### Drive-strength map, run 1

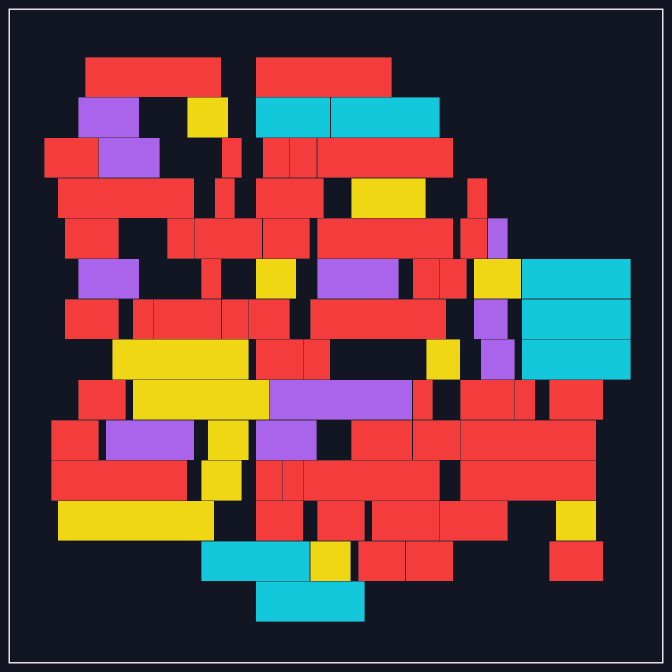
### Sequential cells coloured by netlist name, run 1

The bar under the picture is 10 microns long.
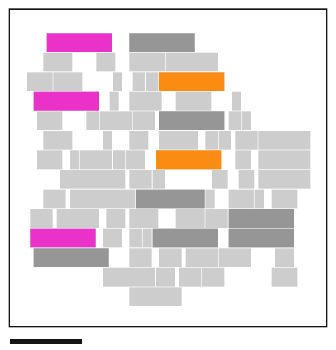
### Selected gate families, run 1

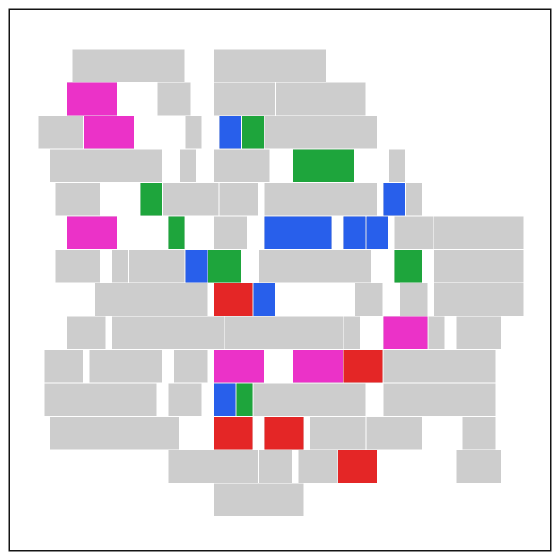
### Signal wires by layer, run 1

Only two layers are drawn.
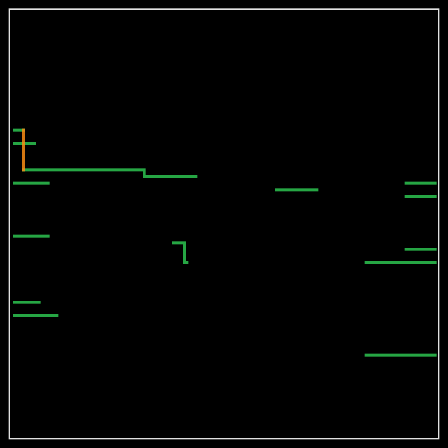
File: src/rtl/string_matcher_param.sv
// Serial string matcher: counts bit mismatches between streams a and b over LEN
// samples and flags a match when the count stays within a threshold latched at start.
module string_matcher_param #(
    parameter int unsigned LEN         = 4,
    parameter int unsigned CW          = $clog2(LEN + 1),
    parameter bit          EARLY_ABORT = 1'b0
) (
    input  logic          clk,
    input  logic          reset,
    input  logic          start,
    input  logic          a,
    input  logic          b,
    input  logic [CW-1:0] thresh,
    output logic          busy,
    output logic          done,
    output logic          y_val,
    output logic [CW-1:0] mism_cnt
);

    typedef enum logic [1:0] {
        S_IDLE = 2'd0,
        S_RUN  = 2'd1,
        S_DONE = 2'd2
    } state_t;

    state_t        state_q, state_d;
    logic [CW-1:0] bit_cnt_q, bit_cnt_d;
    logic [CW-1:0] mism_q, mism_d;
    logic [CW-1:0] thr_q, thr_d;
    logic          y_q, y_d;

    logic          mis;
    logic [CW-1:0] next_cnt;
    logic          last_bit;

    assign mis      = a ^ b;
    assign next_cnt = mism_q + CW'(mis);
    assign last_bit = (bit_cnt_q == CW'(LEN - 1));

    always_ff @(posedge clk or negedge reset) begin
        if (!reset) begin
            state_q   <= S_IDLE;
            bit_cnt_q <= '0;
            mism_q    <= '0;
            thr_q     <= '0;
            y_q       <= 1'b0;
        end else begin
            state_q   <= state_d;
            bit_cnt_q <= bit_cnt_d;
            mism_q    <= mism_d;
            thr_q     <= thr_d;
            y_q       <= y_d;
        end
    end

    always_comb begin
        state_d   = state_q;
        bit_cnt_d = bit_cnt_q;
        mism_d    = mism_q;
        thr_d     = thr_q;
        y_d       = y_q;
        unique case (state_q)
            S_IDLE, S_DONE: begin
                // DONE accepts start directly so back-to-back runs have no idle gap
                if (start) begin
                    state_d   = S_RUN;
                    bit_cnt_d = '0;
                    mism_d    = '0;
                    thr_d     = thresh;
                    y_d       = 1'b0;
                end else begin
                    state_d = S_IDLE;
                end
            end
            S_RUN: begin
                bit_cnt_d = bit_cnt_q + CW'(1);
                mism_d    = next_cnt;
                if (EARLY_ABORT && (next_cnt > thr_q)) begin
                    state_d = S_DONE;
                    y_d     = 1'b0;
                end else if (last_bit) begin
                    state_d = S_DONE;
                    y_d     = (next_cnt <= thr_q);
                end
            end
            default: state_d = S_IDLE;
        endcase
    end

    assign busy     = (state_q == S_RUN);
    assign done     = (state_q == S_DONE);
    assign y_val    = y_q;
    assign mism_cnt = mism_q;

endmodule

File: config.mk
export PLATFORM = sky130hd
export DESIGN_NAME = string_matcher_param
export DESIGN_NICKNAME = d
export VERILOG_FILES = /design/src/rtl/string_matcher_param.sv
export SDC_FILE = /design/constraint.sdc
export NUM_CORES = 1
export LEC_CHECK = 0
export ABC_CLOCK_PERIOD_IN_PS = 1800
export CAP_MARGIN = 20
export CORE_MARGIN = 2
export CORE_UTILIZATION = 43
export DETAILED_ROUTE_END_ITERATION = 7
export PLACE_DENSITY = 0.77
export SKIP_LAST_GASP = 1
export SLEW_MARGIN = 10
export SYNTH_ARGS = -nofsm -noshare
export SYNTH_HDL_FRONTEND = slang
export SYNTH_SLANG_ARGS = --single-unit
File: constraint.sdc
create_clock -name clk -period 1.8 [get_ports clk]
set_clock_uncertainty 0.2 [all_clocks]
set_input_delay 0.27 -clock clk [delete_from_list [all_inputs] [get_ports clk]]
set_output_delay 0.27 -clock clk [all_outputs]
set_load 0.1 [all_outputs]
==> run summary, run 1 <==
run status - finished, violations left
failing checks - negative setup slack
Cell Area, Placed - 930 sq um
Crit-path slowest cell - dfrtp_4
delay-heaviest family, CP - adder cells
non-clock inverter total of the final layout - 7
reg-to-reg critical path endpoint - y_val
cell taking the most area after synthesis - dfrtp_1
Syn Nets - 75
DRT antenna net count - 0
Die Span Y - 44.0 microns
Die Footprint - 1930 sq um
slew at the pin closest to its max-slew limit - 0.378 ns
cell repeated most along the worst path - ha_4
Resized cells post-CTS - 3
Stages on worst setup path - 7
Comb/total area - 38.1%
Logic cell area - 370 sq um
FP Core Util - 45.6%
layout cell share with drive strength beyond 1 - 37.2%
# setup viols final - 1
Cell Rows - 14
clkbuf count - 4
Non-Filler Instances - 94
n_diodes - 0
Top non-seq family - AND-OR/OR-AND gates
Layout fillers - 125
Setup crit start - mism_cnt[0]
worst hold-check path type - in2async
H-tree depth reported by CTS - 1
routed wl met3 - 65 microns
flop2flop setup slack - -0.22 ns
Max stage delay on crit path - 0.49 ns
number of well taps - 16
clock-pin slew on the worst setup and hold paths - 0.08 ns
Overflow after GRT - 0
Area leader share - 43.7%
GR Util All Layers - 15.0%
CP startpoint kind - register
worst r2r src - mism_cnt[0]
R2R depth - 7
CTS tree - built
Post-Place Cells - 90
vias in the first global route - 468
root buffer cell - clkbuf_4
Worst-Skew Late Latency - 0.27 ns
Worst Path Arrival - 2.00 ns
Worst setup EP type - register
Hold Buf Count CTS - 0
met3 Track Usage GR - 5.00%
Seq/total area - 31.4%
Post-synth EDFFs - 0
post-route clock period utilization - 112%
synth top area cells - dfrtp_1 (44%), ha_1 (13%), mux2_2 (6.6%), a22o_1 (6.4%), buf_6 (3.3%)
Yosys Chip Area - 687 sq um
DRT Wirelength - 1150 microns
Sequential Area - 305 sq um
setup ws final - -0.218 ns
most common cell in the synthesized netlist - dfrtp_1
## Picture notes: 'Drive-strength map'
drive 2 -> purple  # cells 10, share 13%
drive 6 and up -> cyan  # cells 7, share 9.0%
drive 3 to 4 -> yellow  # cells 12, share 15%
drive 1 or less -> red  # cells 49, share 63%
Final Cell Area: 971 sq um
setup ws final: -0.218 ns
P&R area growth vs syn: 41.3%
Repair and plain buffers: 16

## Picture notes: 'Sequential cells coloured by netlist name'
thr_q -> magenta  # sequential cells 3
state_q -> orange  # sequential cells 2

## Picture notes: 'Selected gate families'
NAND gates -> green  # cells 7
multiplexers -> magenta  # cells 6, most used mux2_2
AND-OR and OR-AND gates -> red  # cells 5, most used a22o_1, where bottom middle
inverting AOI/OAI gates -> blue  # cells 8, where middle

## Picture notes: 'Signal wires by layer'
met3 -> green  # wire length 66.0 microns
met4 -> orange  # wire length 4.10 microns

### Congestion heat map, run 1

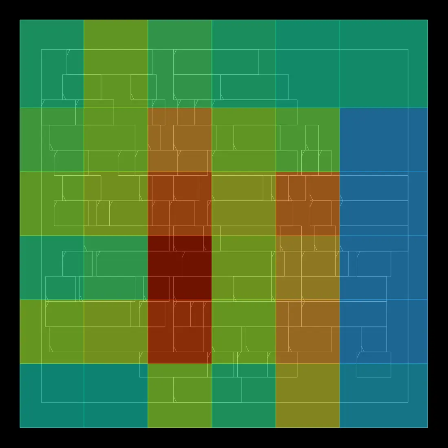

==> run 1 -> run 2 <==
--- a/config.mk
+++ b/config.mk
@@ -11,6 +11,7 @@
 export CORE_UTILIZATION = 43
 export DETAILED_ROUTE_END_ITERATION = 7
 export PLACE_DENSITY = 0.77
+export RECOVER_POWER = 100
 export SKIP_LAST_GASP = 1
 export SLEW_MARGIN = 10
 export SYNTH_ARGS = -nofsm -noshare
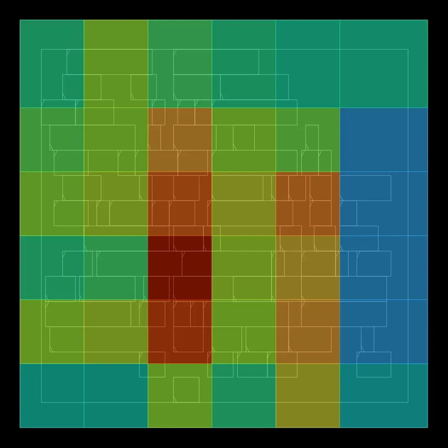
*Congestion heat map, run 2*
gr busiest metal: met2
GR Util All Layers: 15.0%
met2 usage: 21.5%
post-layout util: 60.0%
met3 Track Usage GR: 5.00%

==> run 2 against run 1 <==
Net effect:
- the run still ends with negative setup slack left
- global-route usage stayed put
- core utilization is 4.5 points lower
- final cell count stayed put
==> run summary, run 2 <==
run status - finished, violations left
failing checks - negative setup slack
Fin Setup TNS - -0.223 ns
clk sink count - 12
unrepaired setup endpoints after global routing - yes
registers - 12
Top non-seq family - AND-OR/OR-AND gates
Crit Path Max Fanout - 3
Final nets - 94
Signal buf overhead - 16.9%
top_reg_cell synth - dfrtp_1
Repair and plain buffers - 16
Yosys Chip Area - 687 sq um
CTS Buf Count - 3
Layout fillers - 135
synth cell count leaders - dfrtp_1 (12), ha_1 (7), a22o_1 (5), inv_1 (5)
Setup crit start - mism_cnt[0]
DRT antenna net count - 0
delay-heaviest family, CP - adder cells
Worst Path Arrival - 2.00 ns
and+or+nand+nor area frac - 8.93%
detailed-router iteration count before antenna repair - 4
# Cells Yosys - 60
fraction of registers with async set/reset - 100%
Logic cell area - 360 sq um
mapped cell area - 687 sq um
Top Layer Used - met4
cell taking the most area after synthesis - dfrtp_1
routed wl met3 - 81 microns
Sequential Area - 305 sq um
flop2flop setup slack - -0.22 ns
worst hold margin - 0.308 ns
Worst-Skew Late Latency - 0.27 ns
CP startpoint kind - register
worst r2r src - mism_cnt[0]
number of well taps - 16
synth top area cells - dfrtp_1 (44%), ha_1 (13%), mux2_2 (6.6%), a22o_1 (6.4%), buf_6 (3.3%)
post-route clock period utilization - 112%
reg-to-reg critical path endpoint - y_val
Vias/cell - 5.30
OpenROAD warning count - 29
Syn Area/Cell - 11.4 sq um
Placer Congestion - 0.741
root buffer cell - clkbuf_4
worst hold-check path type - reg2reg
non-clock inverter total of the final layout - 7
DRT Wirelength - 1170 microns
Synth mux share - 9.65%
cell repeated most along the worst path - ha_4
Synth Warn # - 0
Worst Path Required - 1.78 ns
Cell Rows - 14
Seq/total area - 33.8%
critical path class - reg2reg
Post-Place Cells - 90
Synth Instances - 60
initial DRC count - 7
min Tclk post-route - 2.02 ns
Post-synth seq share - 43.7%
slew at the pin closest to its max-slew limit - 0.628 ns
vias - 498
Worst setup EP type - register
met1 Use GR - 19.6%
final hold vios - 0
largest net degree at the start of global routing - 13
clkbuf count - 4
PortBufs - 13
Post-synth EDFFs - 0
Fmax achieved - 0.494 GHz
R2R depth - 7
worst hold stages - 1
most common cell in the synthesized netlist - dfrtp_1
max_cap viols - 0
Crit-path slowest cell - dfrtp_4
Die Span Y - 44.0 microns
clock-pin slew on the worst setup and hold paths - 0.08 ns
Horiz. Die Dim - 44.0 microns
Die Footprint - 1930 sq um
maximum clock path buffer count - 2
Buf+Inv Stages, Crit Path - 0
Synth Register Bits - 12
P&R area growth vs syn - 31.5%
critical path, cell by cell - ha_4 > ha_4 > xor2_1 > ha_1 > a21oi_1 > o21ai_1 > a311oi_2
Multi-In Gates - 39
Final Cell Area - 903 sq um
initial antenna violation count - 0
setup ws final - -0.223 ns
met2 WL - 555 microns
FP Core Util - 45.6%
Leading cell kind - multi-input combinational cells
hold_sp - bit_cnt_q[2]
CTS tree - built
Setup Buffers After CTS - 0
detailed-route DRC error count - 0
Syn Nets - 75
XOR Share, Synth - 3.83%
FA/HA/MAJ Cells, Area Fraction - 12.8%
first-pass GRT wire length - 2000 microns
Stages on worst setup path - 7
vias in the first global route - 468
Area leader share - 43.7%
Hold Buf Count CTS - 0
layout cell share with drive strength beyond 1 - 33.3%
DR WL/cell - 12.5 microns
Distinct cells, synth - 22
num ports - 14
Cell Area, Placed - 930 sq um
Max stage delay on crit path - 0.49 ns
Rel. slew slack - 58.2%
# setup viols final - 1
Overflow after GRT - 0
n_diodes - 0
H-tree depth reported by CTS - 1
pre-CTS worst setup slack - -0.683 ns
Layout clock area frac - 4.02%
DRT met1 WL - 533 microns
yosys aoi share - 13.7%
Critical Path Sink - y_val
final slew viol count - 0
Resized cells post-CTS - 3
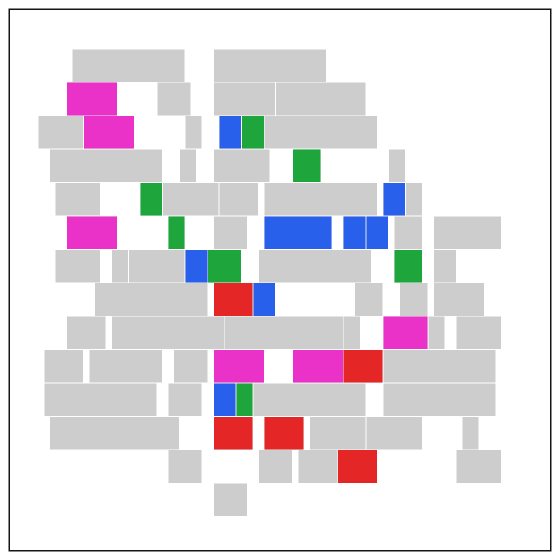
*Selected gate families, run 2*
NAND gates -> green  # cells 7
inverting AOI/OAI gates -> blue  # cells 8, where middle
multiplexers -> magenta  # cells 6, most used mux2_2
AND-OR and OR-AND gates -> red  # cells 5, most used a22o_1, where bottom middle
Non-Filler Instances: 94
Comb/total area: 39.9%
most numerous logic cell after layout: dfrtp_1

